==> src/rtl/barrel_rotr_pipe.sv <==
// Pipelined right-rotator with valid/ready on both sides; stage s resolves bit KW-1-s of the
// rotate amount, so a word spends KW cycles in flight and one word per clock can stream through.
module barrel_rotr_pipe #(
    parameter int DW = 8,
    parameter int KW = 3
) (
    input  logic          i_clk,
    input  logic          i_rstn,
    input  logic          i_valid,
    output logic          o_ready,
    input  logic [DW-1:0] i_A,
    input  logic [KW-1:0] i_k,
    output logic          o_valid,
    input  logic          i_ready,
    output logic [DW-1:0] o_Y,
    output logic [KW-1:0] o_cnt
);

    // Shift amounts still to be applied only need carrying into stages 1..KW-1.
    localparam int KS = (KW > 1) ? KW - 1 : 1;

    logic [KW-1:0] r_v;
    logic [DW-1:0] r_d [KW];
    logic [KW-1:0] r_k [KS];
    logic [KW-1:0] r_cnt;

    logic [KW-1:0] w_rdy;
    logic [KW-1:0] w_vin;
    logic [KW-1:0] w_kbit;
    logic [DW-1:0] w_din [KW];
    logic [KW-1:0] w_kin [KS];
    logic          w_in_xfer;
    logic          w_out_xfer;

    function automatic logic [DW-1:0] rotr(input logic [DW-1:0] x, input int unsigned n);
        return DW'({x, x} >> n);
    endfunction

    // A stage is ready unless it and every stage after it hold a word and the sink stalls;
    // written in closed form so the ready chain has no self-referencing vector.
    always_comb begin
        w_rdy = '0;
        for (int unsigned s = 0; s < KW; s++) begin
            w_rdy[s] = i_ready | ~(&(r_v | ~({KW{1'b1}} << s)));
        end
    end

    always_comb begin
        w_vin     = '0;
        w_kbit    = '0;
        w_vin[0]  = i_valid & w_rdy[0];
        w_din[0]  = i_A;
        w_kbit[0] = i_k[KW-1];
        for (int unsigned s = 1; s < KW; s++) begin
            w_vin[s]  = r_v[s-1];
            w_din[s]  = r_d[s-1];
            w_kbit[s] = r_k[s-1][KW-1-s];
        end
    end

    always_comb begin
        w_kin[0] = i_k;
        for (int unsigned s = 1; s < KS; s++) begin
            w_kin[s] = r_k[s-1];
        end
    end

    assign w_in_xfer  = i_valid & w_rdy[0];
    assign w_out_xfer = r_v[KW-1] & i_ready;

    always_ff @(posedge i_clk or negedge i_rstn) begin
        if (!i_rstn) begin
            r_v   <= '0;
            r_cnt <= '0;
            for (int unsigned s = 0; s < KW; s++) begin
                r_d[s] <= '0;
            end
            for (int unsigned s = 0; s < KS; s++) begin
                r_k[s] <= '0;
            end
        end else begin
            for (int unsigned s = 0; s < KW; s++) begin
                if (w_rdy[s]) begin
                    r_v[s] <= w_vin[s];
                    r_d[s] <= w_kbit[s] ? rotr(w_din[s], 1 << (KW - 1 - s)) : w_din[s];
                end
            end
            for (int unsigned s = 0; s + 1 < KW; s++) begin
                if (w_rdy[s]) begin
                    r_k[s] <= w_kin[s];
                end
            end
            case ({w_in_xfer, w_out_xfer})
                2'b10:   r_cnt <= r_cnt + KW'(1);
                2'b01:   r_cnt <= r_cnt - KW'(1);
                default: r_cnt <= r_cnt;
            endcase
        end
    end

    assign o_ready = w_rdy[0];
    assign o_valid = r_v[KW-1];
    assign o_Y     = r_d[KW-1];
    assign o_cnt   = r_cnt;

endmodule

==> config.mk <==
export PLATFORM = sky130hd
export DESIGN_NAME = barrel_rotr_pipe
export DESIGN_NICKNAME = d
export VERILOG_FILES = /design/src/rtl/barrel_rotr_pipe.sv
export SDC_FILE = /design/constraint.sdc
export NUM_CORES = 1
export LEC_CHECK = 0
export CORE_MARGIN = 8
export CORE_UTILIZATION = 35
export DETAILED_ROUTE_END_ITERATION = 7
export GPL_TIMING_DRIVEN = 1
export PLACE_DENSITY = 0.6
export REMOVE_ABC_BUFFERS = 1
export SYNTH_ARGS = -nofsm -noshare
export SYNTH_HDL_FRONTEND = slang
export SYNTH_SLANG_ARGS = --single-unit
==> constraint.sdc <==
create_clock -name i_clk -period 2.76 [get_ports i_clk]
set_input_delay 0.414 -clock i_clk [delete_from_list [all_inputs] [get_ports i_clk]]
set_output_delay 0.414 -clock i_clk [all_outputs]
set_load 0.05 [all_outputs]
==> summary.txt, run 1 <==
The synthesis and place-and-route flow finished, so here is a summary.

The number of cells traversed by the worst hold path came out at 2. The post-synthesis sequential element count is 33. The insertion delay at the late pin of the worst-skew pair is 0.29 ns. The timing-limited maximum frequency came out at a little over 500 MHz. The reported combinational group power is 0.560 mW. Per the detail_route report, DRC violations left total 0. The worst flop-to-flop path startpoint is r_v[2]. The power in sequential cells came out at 0.675 mW.

The largest net degree at the start of global routing is 34. The die height came out at roughly 83 um. The combinational group share of total power came out at around a third. The number of placed cells counting well taps came out at 208. The fraction of power consumed by the clock network came out at between 30% and 40%. The total power divided by cell area is 914 nW/um2. The final setup TNS came out at 0 ns. The clock transition time at the flip-flop clock pins of the worst setup and hold paths is roughly 0.07 ns. Detailed-route iteration 0 reported a violation count of 30.

In this run the count of I/O pins placed on the die edge is 28. Per the GRT log, the top usage layer is met2. The effective utilization at floorplan is 36.1%. The remaining global-route overflow came out at 0. The per-instance average area after synthesis came out at 11.0 um2. The wire length on met2 came out at 1210 um. The largest contributor to cell area by class is sequential cells. The total area of multi-input combinational cells is 618 um2. The via count of the first global-routing pass is 1,058. The met3 track demand over resource came out at 4.59%. The synth_stat.txt file lists the number of cells as 142. The total die size came out at roughly 6900 um2. The met3 wirelength from detailed routing came out at 196 um. Counting cells, the worst reg-to-reg path comes to 8. Timing analysis after detailed placement gives a worst setup slack of approximately 0.48 ns. The critical path goes through clkdlybuf4s50_1. Among all cell types in the netlist, the one instantiated most often is dfrtp_1.

Power comes to between 1.5 and 2 mW. The largest share of the power goes to registers. The most frequently placed logic cell in the final layout is dfrtp_1. The max-slew check reports its worst relative slack as between 60% and 70%.

The clock tree synthesis step divided the H-tree into 2 levels. The delay of the slowest critical-path stage came out at 0.84 ns. The run finished with clean final reports. Yosys reports that the leading cell type by area covers 52.8% of the netlist area. The synthesis report names the predominant flop master as dfrtp_1.
## run 1: kinds of logic after synthesis
family / synth area share (%)
AND-OR/OR-AND: 8.01
XOR/XNOR: 1.68
adder cells (fa/ha/maj): 2.08
buffers and inverters: 7.61
flip-flops: 52.8
multiplexers: 17.5
AND/OR/NAND/NOR: 10.2
## run 1: worst max-delay path by stage
stage	start	endpoint	slack [ns]	depth (start not counted)
floorplan	r_v[2]	o_cnt[2]	0.06	8
global placement	i_ready	o_cnt[2]	0.53	9
detailed placement	i_ready	o_cnt[2]	0.48	9
CTS	r_v[2]	o_valid	0.77	1
global route	i_ready	o_cnt[2]	0.68	9
finish	r_v[2]	o_valid	0.79	1
## run 1: sequential cells by signal (all words and copies together) (netlist names)
register  cells
r_d          16
o_Y           8
o_cnt         3
r_k           3
r_v           3
==> run_1/layers.png <==
Scale bar: 20 um. Only two layers are drawn.
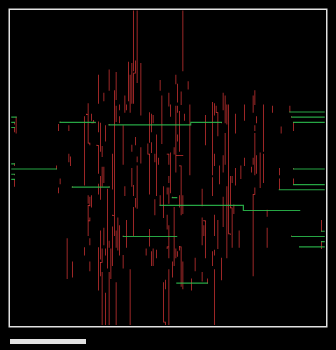
Key: red = M2 [wire length 1,210 um]; green = M3 [wire length 196 um]
count of vias placed by the detailed router: 1,013
aggregate global-route resource usage: 8.57%
routed wirelength normalized by instance count: 12.6 um

==> run_1/congestion_map.png <==
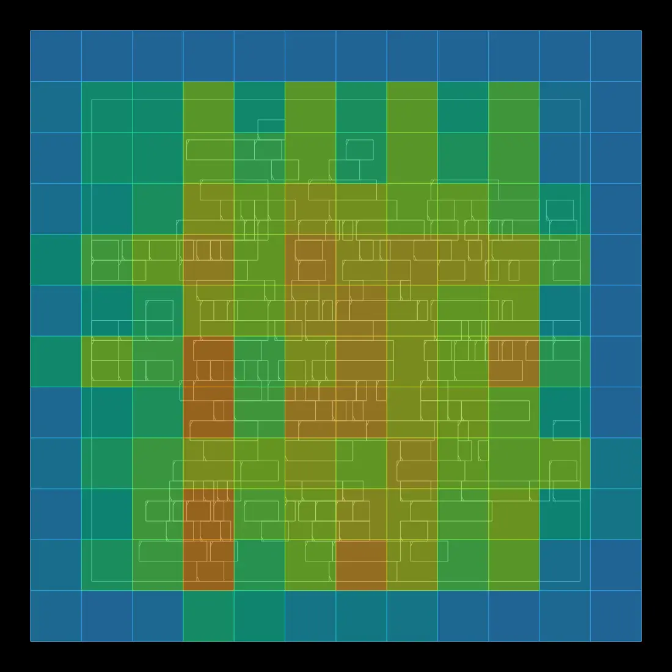
met2 layer usage reported by global route: 12.8%
fraction of met1 tracks used by global routing: 10.0%

==> run_1/class_map.png <==
Scale bar: 20 um. Fill, decap, tap and diode cells in gray.
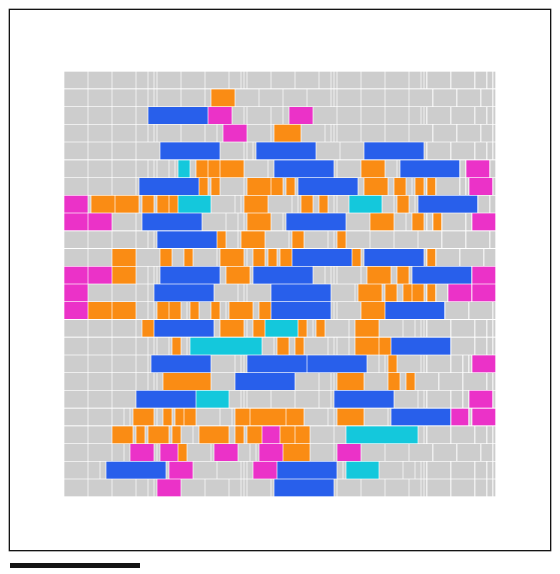
Key: orange = remaining logic cells [cells 94]; magenta = remaining buffers and delay cells [cells 29]; cyan = clock drivers and dummy loads [cells 8]; blue = sequential cells [cells 33]

==> run_1/ff_map.png <==
Scale bar: 20 um. Other sequential cells in the stronger gray, the rest of the logic in the fainter gray.
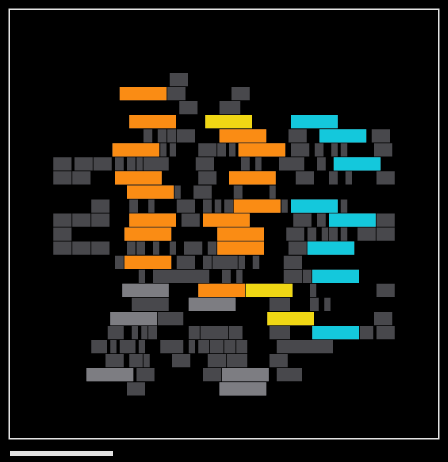

## Run 2: what changed since run 1
--- a/config.mk
+++ b/config.mk
@@ -9,7 +9,7 @@
 export CORE_UTILIZATION = 35
 export DETAILED_ROUTE_END_ITERATION = 7
 export GPL_TIMING_DRIVEN = 1
-export PLACE_DENSITY = 0.6
+export PLACE_DENSITY = 0.62
 export REMOVE_ABC_BUFFERS = 1
 export SYNTH_ARGS = -nofsm -noshare
 export SYNTH_HDL_FRONTEND = slang
==> constraint.sdc (replaced) <==
create_clock -name i_clk -period 1.8 [get_ports i_clk]
set_input_delay 0.27 -clock i_clk [delete_from_list [all_inputs] [get_ports i_clk]]
set_output_delay 0.27 -clock i_clk [all_outputs]
set_load 0.05 [all_outputs]
==> run_2/ff_map.png <==
Scale bar: 20 um. Other sequential cells in the stronger gray, the rest of the logic in the fainter gray.
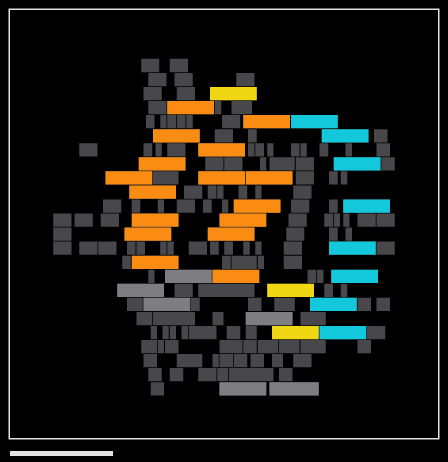
Key: cyan = `o_Y` [flops 8, where right middle]; orange = `r_d` [flops 16, where middle]; yellow = `r_k` [flops 3]

==> run_2/util_map.png <==
The die is cut into 8 by 8 equal tiles; black is low, pale yellow is high, 0 to 100% covered.
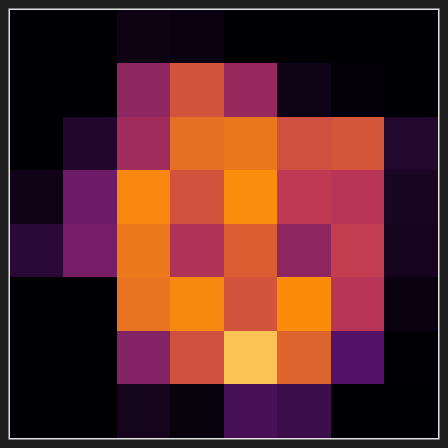
The densest ninth of the die: middle. The mean over all tiles is 28%. 33% of the tiles are nearly empty. The fullest tile reaches 87%.

==> run_2/layers.png <==
Scale bar: 20 um. Only two layers are drawn.
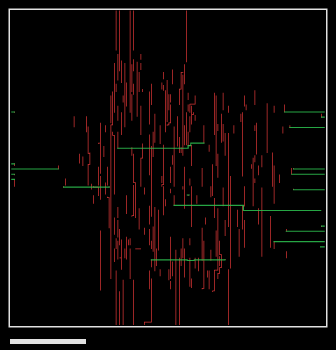
Key: red = M2 [wire length 1,360 um]; green = M3 [wire length 180 um]
routed wirelength normalized by instance count: 12.4 um
count of vias placed by the detailed router: 1,042
total length of routed wires: 2740 um
aggregate global-route resource usage: 8.59%

==> run 2 against run 1 <==
Compared with the run above: register-to-register slack worse by 0.83 ns; worst hold slack worse by 0.095 ns; highest routed layer unchanged; critical path type unchanged; synthesized cell count stayed put; via count is 2.9% higher; sequential cell count stayed put; sequential share of layout area is 0.26 points lower.
==> summary.txt, run 2 <==
The synthesis and place-and-route flow finished, so here is a summary.

The flow ran to the end, and the final reports show no timing, DRC or antenna violations. In the power breakdown, the biggest contributor is registers. The top cell type in the final layout, fill and taps aside, is dfrtp_1. According to the timing report, the critical path is captured at o_Y[3].

The post-synthesis sequential element count is 33 (unchanged). The worst register-to-register path begins at r_v[1]. The fraction of synthesized cell area in xor and xnor cells is 1.68% (unchanged). The total power consumption of the routed design came out at 2.60 mW (+47%). The per-instance average area after synthesis came out at 11.0 um2 (unchanged). The cell depth of the worst flop-to-flop path is 8 (unchanged). Looking at the gate-level netlist, the highest instance count belongs to dfrtp_1.

The worst slew margin relative to its limit is 66.6% (+0.14 points). The largest net degree at the start of global routing came out at 34 (unchanged). The logic depth of the worst path, buffers included came out at 1 (unchanged). The area of placed instances is 1800 um2. The synthesized-area fraction occupied by and/or/nand/nor cells is 10.2% (unchanged).

The total die size came out at 6860 um2 (unchanged). The flip-flop count of the largest register after layout came out at 16 (unchanged). The final setup TNS is 0 ns (unchanged). The commonest register cell is dfrtp_1. The reported combinational group power is 0.848 mW (+51%). The via count of the first global-routing pass came to 1,100 (+4.0%). The synthesized-area fraction occupied by adder cells came out at 2.08% (unchanged). The effective utilization at floorplan came out at 36.1% (unchanged).

The total power divided by cell area came to 1330 nW/um2 (+46%). The power in sequential cells came out at 1.04 mW (+54%). The boundary pin count is 28 (unchanged). The number of DRC markers in iteration 0 came to 63 (+110%). The insertion delay at the late pin of the worst-skew pair came out at 0.28 ns (about the same).

The remaining global-route overflow came out at 0 (unchanged). According to the timing report, the critical path is launched from o_Y[3]. The placement-stage worst setup slack came out at -0.322 ns (-0.802 ns). Yosys shows that the main logic family after synthesis is multiplexers. The depth of the CTS H-tree was 2 (unchanged). The number of cell instances after yosys synthesis came out at 142 (unchanged). The timing-limited maximum frequency came out at 585 MHz.

The register with the most flip-flops in the final layout is r_d. The total area of multi-input combinational cells is 632 um2 (+2.2%). The combinational group share of total power came to 32.7% (+1.1 points). In this run the critical path is formed by clkdlybuf4s50_1. The delay of the slowest critical-path stage is 0.81 ns (-0.03 ns). The remaining design rule violation count was 0 (unchanged).

The die height was 82.8 um (unchanged).
run 2: cell counts after synthesis:
Identical to the previous run, type by type.
run 2: layout make-up:
type | instances | share of cell area (%)
inverters | 3 | 0.577
repair buffers | 34 | 15.4
clock buffers | 7 | 4.42
well taps | 52 | 3.33
multi-input cells | 91 | 32.4
flip-flops and latches | 33 | 42.4
clock inverters | 1 | 1.54
run 2: routing by layer:
layer / share of wire (%) / vias to the layer above / GRT usage [%] / wire, um
met4: 1.4 / 0 / 2.88 / 38
met1: 42 / 491 / 9.49 / 1160
met3: 6.5 / 5 / 4.30 / 179
met2: 50 / 22 / 13.9 / 1360
li1: - / 524 / - / -
met5: 0 / - / 0 / 0
No activity file was given, so power comes from the tool's default toggle rates.
